## src/rtl/frame_sequencer.sv

```systemverilog
// Per-frame controller: free-running frame tick, one move update then one
// raycast request per column per frame, and a saturating dropped-tick count.
module frame_sequencer #(
    parameter int unsigned FRAME_CYCLES = 833334,
    parameter int unsigned CNT_W        = 20,
    parameter int unsigned COLS         = 320,
    parameter int unsigned COL_W        = 9
) (
    input  logic             clkin,
    input  logic             reset,
    input  logic             enable,
    input  logic             move_done,
    input  logic             cast_done,
    output logic             tick,
    output logic             move_start,
    output logic             cast_start,
    output logic [COL_W-1:0] col,
    output logic             busy,
    output logic             frame_done,
    output logic [7:0]       overrun_count
);

    typedef enum logic [2:0] {
        StIdle,
        StMoveReq,
        StMoveWait,
        StCastReq,
        StCastWait,
        StDone
    } state_e;

    localparam logic [CNT_W-1:0] CntReload = CNT_W'(FRAME_CYCLES - 1);
    localparam logic [COL_W-1:0] ColLast   = COL_W'(COLS - 1);

    state_e           state_q, state_d;
    logic [CNT_W-1:0] cnt_q, cnt_d;
    logic [COL_W-1:0] col_q, col_d;
    logic [7:0]       ovr_q, ovr_d;

    // Tick down-counter, independent of enable and FSM state.
    always_comb begin
        tick  = (cnt_q == '0);
        cnt_d = tick ? CntReload : cnt_q - CNT_W'(1);
    end

    // Next-state, column index and overrun count.
    always_comb begin
        state_d = state_q;
        col_d   = col_q;
        ovr_d   = ovr_q;

        // A tick arriving mid-frame is dropped, not queued.
        if (tick && enable && (state_q != StIdle) && (ovr_q != 8'hFF)) begin
            ovr_d = ovr_q + 8'd1;
        end

        unique case (state_q)
            StIdle: begin
                if (tick && enable) begin
                    state_d = StMoveReq;
                    col_d   = '0;
                end
            end
            StMoveReq: state_d = StMoveWait;
            StMoveWait: begin
                if (move_done) state_d = StCastReq;
            end
            StCastReq: state_d = StCastWait;
            StCastWait: begin
                if (cast_done) begin
                    if (col_q == ColLast) begin
                        state_d = StDone;
                    end else begin
                        state_d = StCastReq;
                        col_d   = col_q + COL_W'(1);
                    end
                end
            end
            StDone: state_d = StIdle;
            default: state_d = StIdle;
        endcase
    end

    // State registers with synchronous reset.
    always_ff @(posedge clkin) begin
        if (reset) begin
            state_q <= StIdle;
            cnt_q   <= CntReload;
            col_q   <= '0;
            ovr_q   <= '0;
        end else begin
            state_q <= state_d;
            cnt_q   <= cnt_d;
            col_q   <= col_d;
            ovr_q   <= ovr_d;
        end
    end

    // Moore outputs decoded from registered state.
    always_comb begin
        move_start    = (state_q == StMoveReq);
        cast_start    = (state_q == StCastReq);
        frame_done    = (state_q == StDone);
        busy          = (state_q != StIdle);
        col           = col_q;
        overrun_count = ovr_q;
    end

endmodule

```

## config.mk

```make
export PLATFORM = sky130hd
export DESIGN_NAME = frame_sequencer
export DESIGN_NICKNAME = d
export VERILOG_FILES = /design/src/rtl/frame_sequencer.sv
export SDC_FILE = /design/constraint.sdc
export NUM_CORES = 1
export LEC_CHECK = 0
export CORE_MARGIN = 2
export CORE_UTILIZATION = 54
export CTS_CLUSTER_DIAMETER = 40
export DETAILED_ROUTE_END_ITERATION = 7
export GPL_ROUTABILITY_DRIVEN = 0
export PLACE_DENSITY_LB_ADDON = 0.08
export SYNTH_ARGS = -nofsm -noshare
export SYNTH_HDL_FRONTEND = slang
export SYNTH_SLANG_ARGS = --single-unit
export TNS_END_PERCENT = 10
```

## constraint.sdc

```tcl
create_clock -name clkin -period 3.3 [get_ports clkin]
set_input_delay 0.66 -clock clkin [delete_from_list [all_inputs] [get_ports clkin]]
set_output_delay 0.66 -clock clkin [all_outputs]
set_load 0.05 [all_outputs]
```

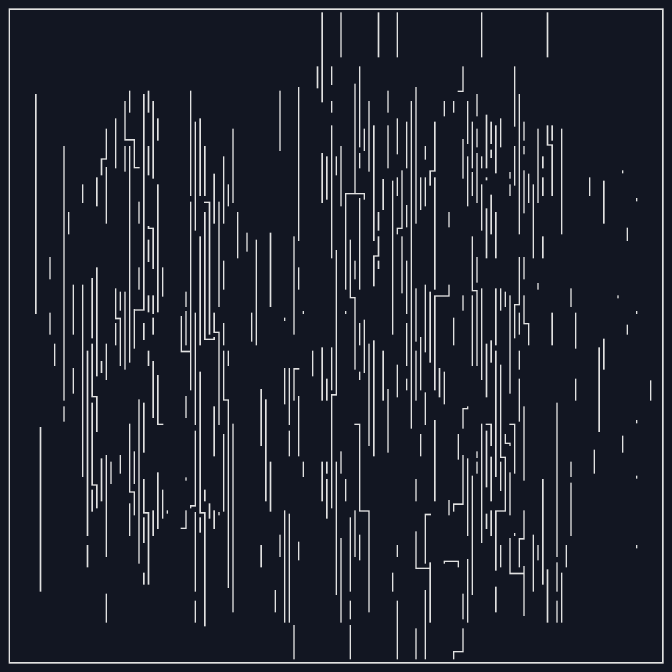
(images/layer_met2.png)
- nets with wire on the layer: 225
- wire length on this layer: 1780 µm
- share of all routed wire: 46%
- main direction: vertical
final WL: 3.87 mm
via count: 1721
M2 GR Usage: 0.342

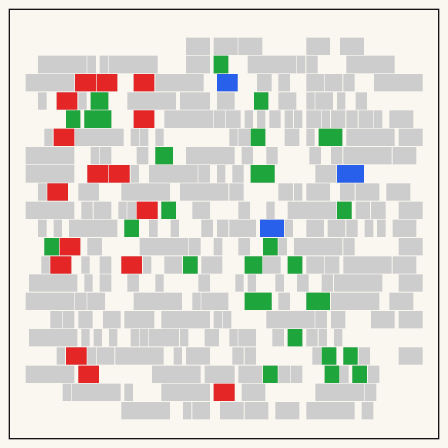
(images/logic_types.png)
- XOR/XNOR gates: red (cells 16; most used xnor2_1)
- AND-OR and OR-AND gates: blue (cells 3)
- AND and OR gates: green (cells 25; most used or3_1)
final cell count without fillers: 308
most used logic cell in the final layout: dfxtp_1
Comb/total area: 0.469

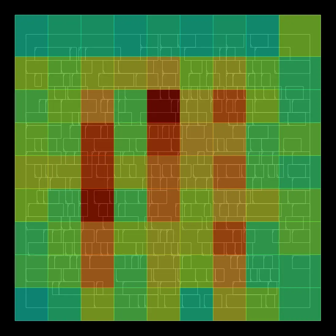
(images/congestion.png)
final core occ: 0.670
M3 GR Usage: 0.0493

==> flow_summary.yaml <==
# synthesis and place-and-route metrics
place:
  placed_area_mm2: 0.00222
  dp_hpwl_mm: 2.78
  io_buffers: 26
grt:
  grt_pass1_vias: 1563
  grt_overflow: 0
  antenna_found_initial: 0
  grt_pass1_wl_mm: 6.66
  grt_max_degree: 18
routing:
  drcViolationCount: 0
  routed_via_density: 5.59
  drt-initial-drc-count: 80
  antenna_left: 0
  first_pass_iters: 4
sta:
  finClkSkew_ns: 0.0168
  fin_crit_ns: 2.72
  fin_setup_tns_ns: 0
  timing.fmax_mhz: 368
  rsz0062_at_grt: "no"
  slew_headroom: 0.465
  final-max-slew-violation-count: 0
  min_period_over_period: 0.823
  finalSetupViolCount: 0
  worst_slew_pin_slew_ns: 0.800
  worst_hold_slack_ns: 0.447
  finalHoldViolCount: 0
logic_synthesis:
  synth_chip_area_mm2: 0.00194
  synth_seq_share: 0.413
  yosysUniqueCellTypes: 42
  ys.flops: 40
  synth-edff-count: 0
  synthFlopType: "dfxtp_1"
  ys_cells: 235
  floorplan.nets: 244
  yosys_warnings: 0
  postSynthCellCount: 235
  async_reset_ff_frac: 0
  syn-mean-instance-area_um2: 8.24
  syn_area_mm2: 0.00194
worst_hold_path:
  hold_class: "reg2reg"
die:
  die_h_um: 63.9
  chipArea_mm2: 0.00408
  die_w_um: 63.9
  row_count: 21
  ios: 27
power_and_ir_drop:
  p_total_mw: 0.762
  p_leak_nw: 0.770
  ir_worst_vdd_uv: 337
  power_density_mw_per_mm2: 335
clock_tree:
  cts_hold_buffers: 0
  cts_tree: "done"
  clockRootBuffer: "clkbuf_4"
  clockBufferDepth: 2
  htree_levels: 2
  cts.sinks: 40
  clk_pin_slew_ns: 0.13
  clk_latency_ns: 0.35
  ctsResizeCount: 0
  cts_buffers: 5
  cts_setup_buffers: 0
status:
  status: "finished clean"
cells_and_area:
  final_cell_mix: "dfxtp_1, nand2_1, nor2_1, clkdlybuf4s50_1"
  final_nets: 271
  syn_to_final_growth_pct: 17.3
  diodes: 0
  design_area_mm2: 0.00227
  layout-drive-gt1-share: 0.0611
critical_path:
  cp-start-kind: "register"
  cp-end-kind: "output pin"
  cp-startpoint: "state_q[2]"
  worstPathRequired_ns: 2.64
  r2r_slack_ns: 0.81
  critPathKind: "reg2out"
  crit_end: "cast_start"
  path_max_fanout: 17
  r2r_start: "cnt_q[11]"
  cp.arrival_ns: 2.06
  reg2reg_to: "overrun_count[5]"
  ff2ff_path_depth: 5
flow_run:
  openroad.warnings: 27
  drv_cap: 0
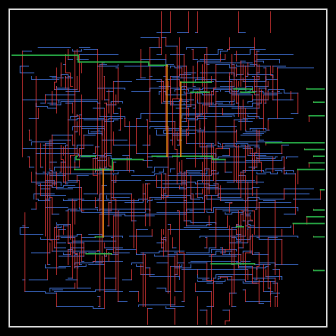
(images/wires.png)
- metal 4: orange (wire length 46.9 µm)
- metal 3: green (wire length 152 µm)
- metal 1: blue (wire length 1890 µm)
- metal 2: red (wire length 1780 µm)
post-detailed-route wirelength per cell: 12.6 µm
Global Route Usage Sum: 0.202

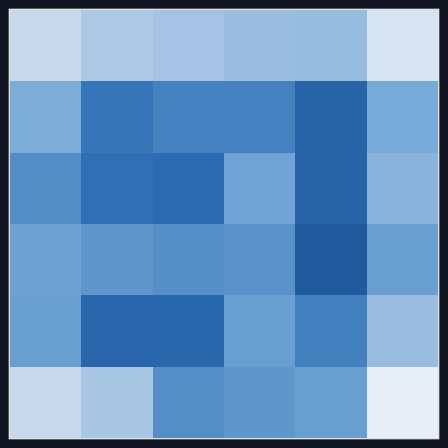
(images/cell_density.png)
The die is cut into 6 by 6 equal tiles; white is low, dark blue is high, 0 to 100% covered.
- tiles over 75% full: 17%
- fullest tile: 83%
- mean over tiles: 54%
Core ar.: 0.00339 mm²
Core Util at FP: 0.571

cells by family after synthesis:
family,after synthesis,synth area share
and+or+nand+nor,114,0.297
AOI/OAI and AO/OA,43,0.138
DFF,40,0.413
xor gates and xnor gates,16,0.0724
buffers and inverters,15,0.0368
adders and majority gates,4,0.0258
muxes,3,0.0168
stage by stage:
stage               std cells  worst slack (ns)
global placement          301             0.645
finish                    308             0.583
detailed placement        301             0.599
floorplan                 235             0.716
global route              308             0.260
CTS                       308             0.566
report_power, final:
| part | leakage (nW) | internal [mW] | total (mW) | switching [mW] |
|---|---|---|---|---|
| combinational | 0.420 | 0.0137 | 0.0336 | 0.0199 |
| sequential | 0.323 | 0.488 | 0.493 | 0.00513 |
| clock | 0.0271 | 0.0778 | 0.235 | 0.158 |
layer usage:
metal	track usage	wire length (µm)	vias to the layer above	part of all wire
met2	0.342	1780	39	0.46
met5	0	0	-	0
met1	0.250	1890	797	0.49
met3	0.0493	152	6	0.039
met4	0.0652	46	0	0.012
li1	-	-	879	-
worst max-delay path, cell delays in order (launching register included):
cell and delay (ns):
dfxtp_1 0.48, nor2b_1 0.23, and2_1 0.18, clkdlybuf4s50_1 0.81
synth_stat cells (5+ instances only):
cell type | instances | area share
nand2_1 | 29 | 0.056
inv_1 | 7 | 0.014
or3_1 | 9 | 0.029
and3_1 | 5 | 0.016
nand3_1 | 9 | 0.023
a21oi_1 | 11 | 0.028
xor2_1 | 7 | 0.032
nor3_1 | 9 | 0.023
clkbuf_1 | 6 | 0.012
dfxtp_1 | 40 | 0.41
nor2_1 | 28 | 0.054
nor2b_1 | 6 | 0.019
xnor2_1 | 9 | 0.041
o21ai_0 | 11 | 0.028
state kept, by name (all words and copies together), names as in the netlist:
name,flops
cnt_q,20
col,9
overrun_count,8
state_q,3
area by class of cell:
cell class	count	area, µm²
Tap cell	46	57.6
Multi-Input combinational cell	180	1060
Inverter	7	26.3
Clock inverter	2	12.5
Clock buffer	5	37.5
Sequential cell	40	801
Timing Repair Buffer	28	273
Fill cell	294	1120
worst min path at each step:
stage	startpoint	endpoint	slack [ns]	depth (start not counted)
final	cnt_q[0]	cnt_q[0]	0.45	1
after global routing	cnt_q[0]	cnt_q[0]	0.46	1
after CTS	cnt_q[0]	cnt_q[0]	0.45	1
after detailed placement	cnt_q[0]	cnt_q[0]	0.42	1
after global placement	cnt_q[0]	cnt_q[0]	0.40	1
after floorplan	cnt_q[0]	cnt_q[0]	0.38	1
Power is estimated from default activity; no workload was simulated.
